**config.mk**
```make
export PLATFORM = sky130hd
export DESIGN_NAME = cop_sequencer
export DESIGN_NICKNAME = d
export VERILOG_FILES = /design/src/rtl/cop_sequencer.sv
export SDC_FILE = /design/constraint.sdc
export NUM_CORES = 1
export LEC_CHECK = 0
export CORE_ASPECT_RATIO = 2
export CORE_MARGIN = 4
export CORE_UTILIZATION = 56
export DETAILED_ROUTE_END_ITERATION = 8
export GPL_ROUTABILITY_DRIVEN = 0
export PLACE_DENSITY = 0.87
export SETUP_SLACK_MARGIN = 0.1
export SLEW_MARGIN = 20
export SYNTH_ARGS = -nofsm -noshare
export SYNTH_HDL_FRONTEND = slang
export SYNTH_SLANG_ARGS = --single-unit
```
**constraint.sdc**
```tcl
create_clock -name clk -period 2.7 [get_ports clk]
set_clock_uncertainty 0.05 [all_clocks]
set_input_delay 0.675 -clock clk [delete_from_list [all_inputs] [get_ports clk]]
set_output_delay 0.675 -clock clk [all_outputs]
set_load 0.1 [all_outputs]
```
**src/rtl/cop_sequencer.sv**
```systemverilog
// Program sequencer for the matrix coprocessor: holds a small instruction program and issues
// it one entry at a time over a valid/done handshake, with single-step and watchdog support.
module cop_sequencer #(
  parameter int unsigned IW      = 22,
  parameter int unsigned DEPTH   = 32,
  parameter int unsigned AW      = 5,
  parameter int unsigned TIMEOUT = 1023,
  parameter logic [3:0]  END_OP  = 4'b0000
) (
  input  logic          clk,
  input  logic          rst_n,
  input  logic          prog_we,
  input  logic [AW-1:0] prog_addr,
  input  logic [IW-1:0] prog_wdata,
  input  logic          start,
  input  logic          step_mode,
  input  logic          step,
  input  logic          abort,
  output logic [IW-1:0] cop_instr,
  output logic          cop_valid,
  input  logic          cop_done,
  output logic [AW-1:0] pc,
  output logic          busy,
  output logic          done,
  output logic          err
);

  localparam int unsigned   TW       = (TIMEOUT < 1) ? 1 : $clog2(TIMEOUT + 1);
  localparam logic [AW-1:0] LastAddr = AW'(DEPTH - 1);
  localparam logic [TW-1:0] TimerMax = TW'(TIMEOUT);

  typedef enum logic [2:0] {
    StIdle,
    StFetch,
    StDecode,
    StStepW,
    StIssue,
    StWait,
    StDone,
    StErr
  } state_e;

  state_e        state_q, state_d;
  logic [IW-1:0] ir_q, ir_d;
  logic [IW-1:0] cop_instr_q, cop_instr_d;
  logic [AW-1:0] pc_q, pc_d;
  logic [TW-1:0] timer_q, timer_d;
  logic          cop_valid_q, cop_valid_d;
  logic          busy_q, busy_d;
  logic          done_q, done_d;
  logic          err_q, err_d;

  logic [IW-1:0] mem_q [DEPTH];
  logic          prog_ok;

  // Program memory is only writable while no program is running.
  assign prog_ok = (state_q == StIdle) || (state_q == StDone) || (state_q == StErr);

  always_ff @(posedge clk) begin
    if (prog_we && prog_ok) begin
      mem_q[prog_addr] <= prog_wdata;
    end
  end

  always_comb begin
    state_d = state_q;
    ir_d    = ir_q;
    pc_d    = pc_q;
    timer_d = timer_q;

    unique case (state_q)
      StIdle, StDone, StErr: begin
        if (start) begin
          pc_d    = '0;
          state_d = StFetch;
        end
      end
      StFetch: begin
        ir_d    = mem_q[pc_q];
        state_d = StDecode;
      end
      StDecode: begin
        if (ir_q[3:0] == END_OP) begin
          state_d = StDone;
        end else if (step_mode) begin
          state_d = StStepW;
        end else begin
          state_d = StIssue;
        end
      end
      StStepW: begin
        if (step) begin
          state_d = StIssue;
        end
      end
      StIssue: begin
        timer_d = '0;
        state_d = StWait;
      end
      StWait: begin
        // Completion takes priority over the watchdog in the same cycle.
        if (cop_done) begin
          if (pc_q == LastAddr) begin
            state_d = StDone;
          end else begin
            pc_d    = pc_q + AW'(1);
            state_d = StFetch;
          end
        end else if (timer_q == TimerMax) begin
          state_d = StErr;
        end else begin
          timer_d = timer_q + TW'(1);
        end
      end
      default: begin
        state_d = StIdle;
      end
    endcase

    if (abort) begin
      state_d = StIdle;
      pc_d    = '0;
    end
  end

  // Status outputs are registered from the next state so they line up with their state cycle.
  always_comb begin
    cop_valid_d = (state_d == StIssue);
    cop_instr_d = (state_d == StIssue) ? ir_d : cop_instr_q;
    busy_d      = (state_d == StFetch) || (state_d == StDecode) || (state_d == StStepW) ||
                  (state_d == StIssue) || (state_d == StWait);
    done_d      = (state_d == StDone);
    err_d       = (state_d == StErr);
  end

  always_ff @(posedge clk or negedge rst_n) begin
    if (!rst_n) begin
      state_q     <= StIdle;
      ir_q        <= '0;
      cop_instr_q <= '0;
      pc_q        <= '0;
      timer_q     <= '0;
      cop_valid_q <= 1'b0;
      busy_q      <= 1'b0;
      done_q      <= 1'b0;
      err_q       <= 1'b0;
    end else begin
      state_q     <= state_d;
      ir_q        <= ir_d;
      cop_instr_q <= cop_instr_d;
      pc_q        <= pc_d;
      timer_q     <= timer_d;
      cop_valid_q <= cop_valid_d;
      busy_q      <= busy_d;
      done_q      <= done_d;
      err_q       <= err_d;
    end
  end

  assign cop_instr = cop_instr_q;
  assign cop_valid = cop_valid_q;
  assign pc        = pc_q;
  assign busy      = busy_q;
  assign done      = done_q;
  assign err       = err_q;

endmodule
```
route_heat.png
17 x 34 tiles, from dark purple (low) to yellow (high), scaled to the fullest tile. Values are wire area over tile area, all layers added.
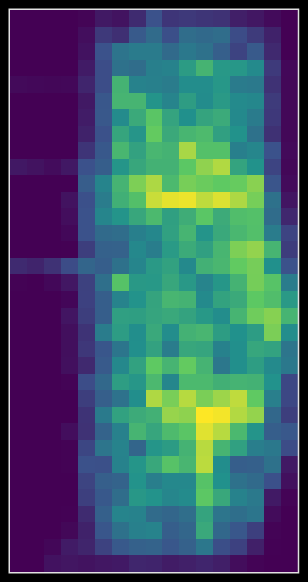
fullest tile: 0.69
tiles over half the peak: 32%
mean over tiles: 0.23
nearly empty tiles: 22%
emptiest ninth of the die: upper left

clock_nets.png
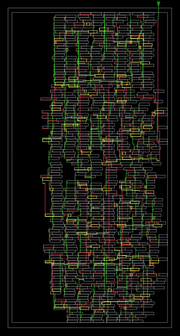
clock buffer count: 66
Seq Cell Count: 770
CTS Buf Count: 56
power of the clock network: 8.34 mW
Clock Sinks: 770

ff_map.png
Bar = 50 um. Other sequential cells in the stronger gray, the rest of the logic in the fainter gray.
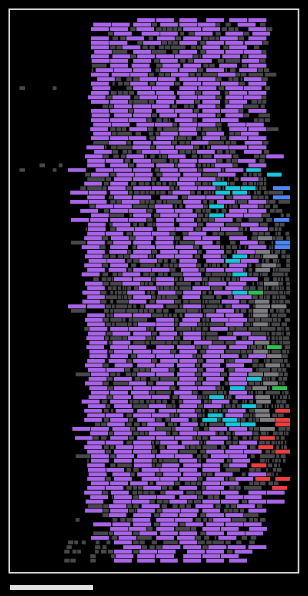
| signal | color | placed flops |
|---|---|---|
| `mem_q` | purple | 704 |
| `ir_q` | cyan | 22 |
| `state_q` | green | 3 |
| `pc` | blue | 5 |
| `timer_q` | red | 10 |
not colored: 26

layers.png
Two of the layers only.
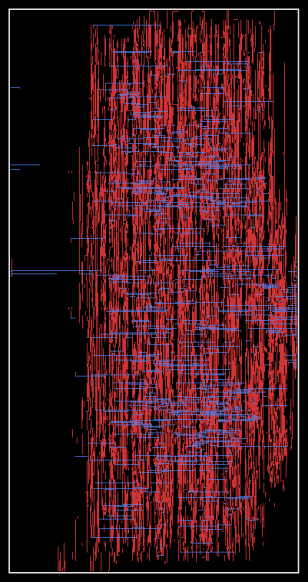
| layer | color | wire length |
|---|---|---|
| M2 | red | 40.9 mm |
| M3 | blue | 6810 um |

util_map.png
Bar = 50 um. 17 x 34 tiles, from dark purple (low) to yellow (high), 0 to 100% covered.
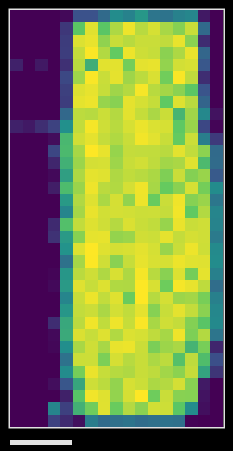
mean over tiles: 58%
fullest tile: 100%
tiles over 75% full: 56%
nearly empty tiles: 23%

==> worst register-to-register path: cells and delay by family (launching register included) <==
| kind | cells | cell delay [ns] |
|---|---|---|
| flops | 1 | 0.43 |
| compound gates | 4 | 1.14 |
| buf+inv | 3 | 0.80 |
| mux | 1 | 0.13 |
==> through the flow <==
step	setup slack, ns	power (mW)	area (sq um)	util, %
floorplan	-0.131	17.3	30200	-
global placement	0.0569	18.6	32600	61.0
detailed placement	-0.0973	18.8	32600	61.0
CTS	0.0736	27.0	34400	64.4
global route	-0.0643	27.8	34500	64.6
finish	0.0420	27.1	34600	64.6
==> cells by family after synthesis <==
family / after synthesis
AND-OR/OR-AND: 290
XOR/XNOR: 6
adder cells (fa/ha/maj): 3
buffers and inverters: 128
flip-flops: 770
multiplexers: 377
AND/OR/NAND/NOR: 148
==> impl_summary.log <==
[report] extracting results
INFO  metric seqPwrFrac = between 50 and 60%
INFO  metric met1_length = 24.1 mm
INFO  metric synthTopLogicFamily = multiplexers
INFO  metric timing.final.setup_violations = 0
INFO  metric power_per_cell_area = 786 nW/um^2
INFO  metric wl_met3 = 6.81 mm
INFO  metric worstPathMaxFanout = around 40
INFO  metric syn2layout_area_growth = 14.3%
INFO  metric finalHoldWorstSlack = 0.456 ns
INFO  metric synth_cell_types = slightly below 60
INFO  metric n_multi_input_combinational_cell = about 820
INFO  metric top_cell_area_share = roughly 70%
INFO  metric r2r_setup_slack = about 0.042 ns
INFO  metric reg2reg_depth = 8
INFO  metric ys.flops = slightly below 800
INFO  metric synth-edff-count = 704
INFO  metric starting_drc_count_in_detailed_routing = approximately 2000
INFO  metric vias = between 15000 and 20000
INFO  metric floorplan.die.height = about 340 um
INFO  metric grt_antenna_before_repair = 3
INFO  metric cts-root-to-sink-buffers = 3
INFO  metric total_leakage_power = 10.9 nW
INFO  metric cts_hold_buf = 1
INFO  metric clock_power_share = 30.7%
INFO  metric crit_path_end = ir_q[12]
INFO  metric fp_util = about 57%
INFO  metric report.final.hold_viol_count = 0
INFO  metric pre_repair_dr_iteration_count = 8
INFO  metric tns = 0 ns
INFO  metric relative_max_transition_margin = between 50 and 60%
INFO  metric synth-simple-area-share = between 2 and 3%
INFO  metric worst_hold_path.endpoint = ir_q[14]
INFO  metric overflow = 0
INFO  metric ys_chip_area = between 30000 and 40000 sq um
INFO  metric die_area = roughly 58000 sq um
INFO  metric asyncSetResetFlopFracSynth = under 10%
INFO  metric max_flop_register = mem_q
INFO  metric synth_sequential_area_ratio = 75.4%
INFO  metric outcome = finished, final reports clean
INFO  metric top_layer_used = met5
INFO  metric critPathSlowestCell = sky130_fd_sc_hd__dfrtp_4
INFO  metric max_clock_freq = 376 MHz
INFO  metric cts_tree = built
INFO  metric cellInternalPower = 19.4 mW
INFO  metric cell_total_in_the_yosys_stat_output = 1722
INFO  metric layout.cells.non_filler = about 2600
INFO  metric grt_pass1_wl = between 100 and 150 mm
INFO  metric syn-num-nets = 1760
INFO  metric pin_count_of_the_biggest_net_entering_global_routing = roughly 60
INFO  metric layout_worst_path_cycle_share = a little over nine tenths
INFO  metric largest_reg_flops = 704
Power is estimated from default activity; no workload was simulated.
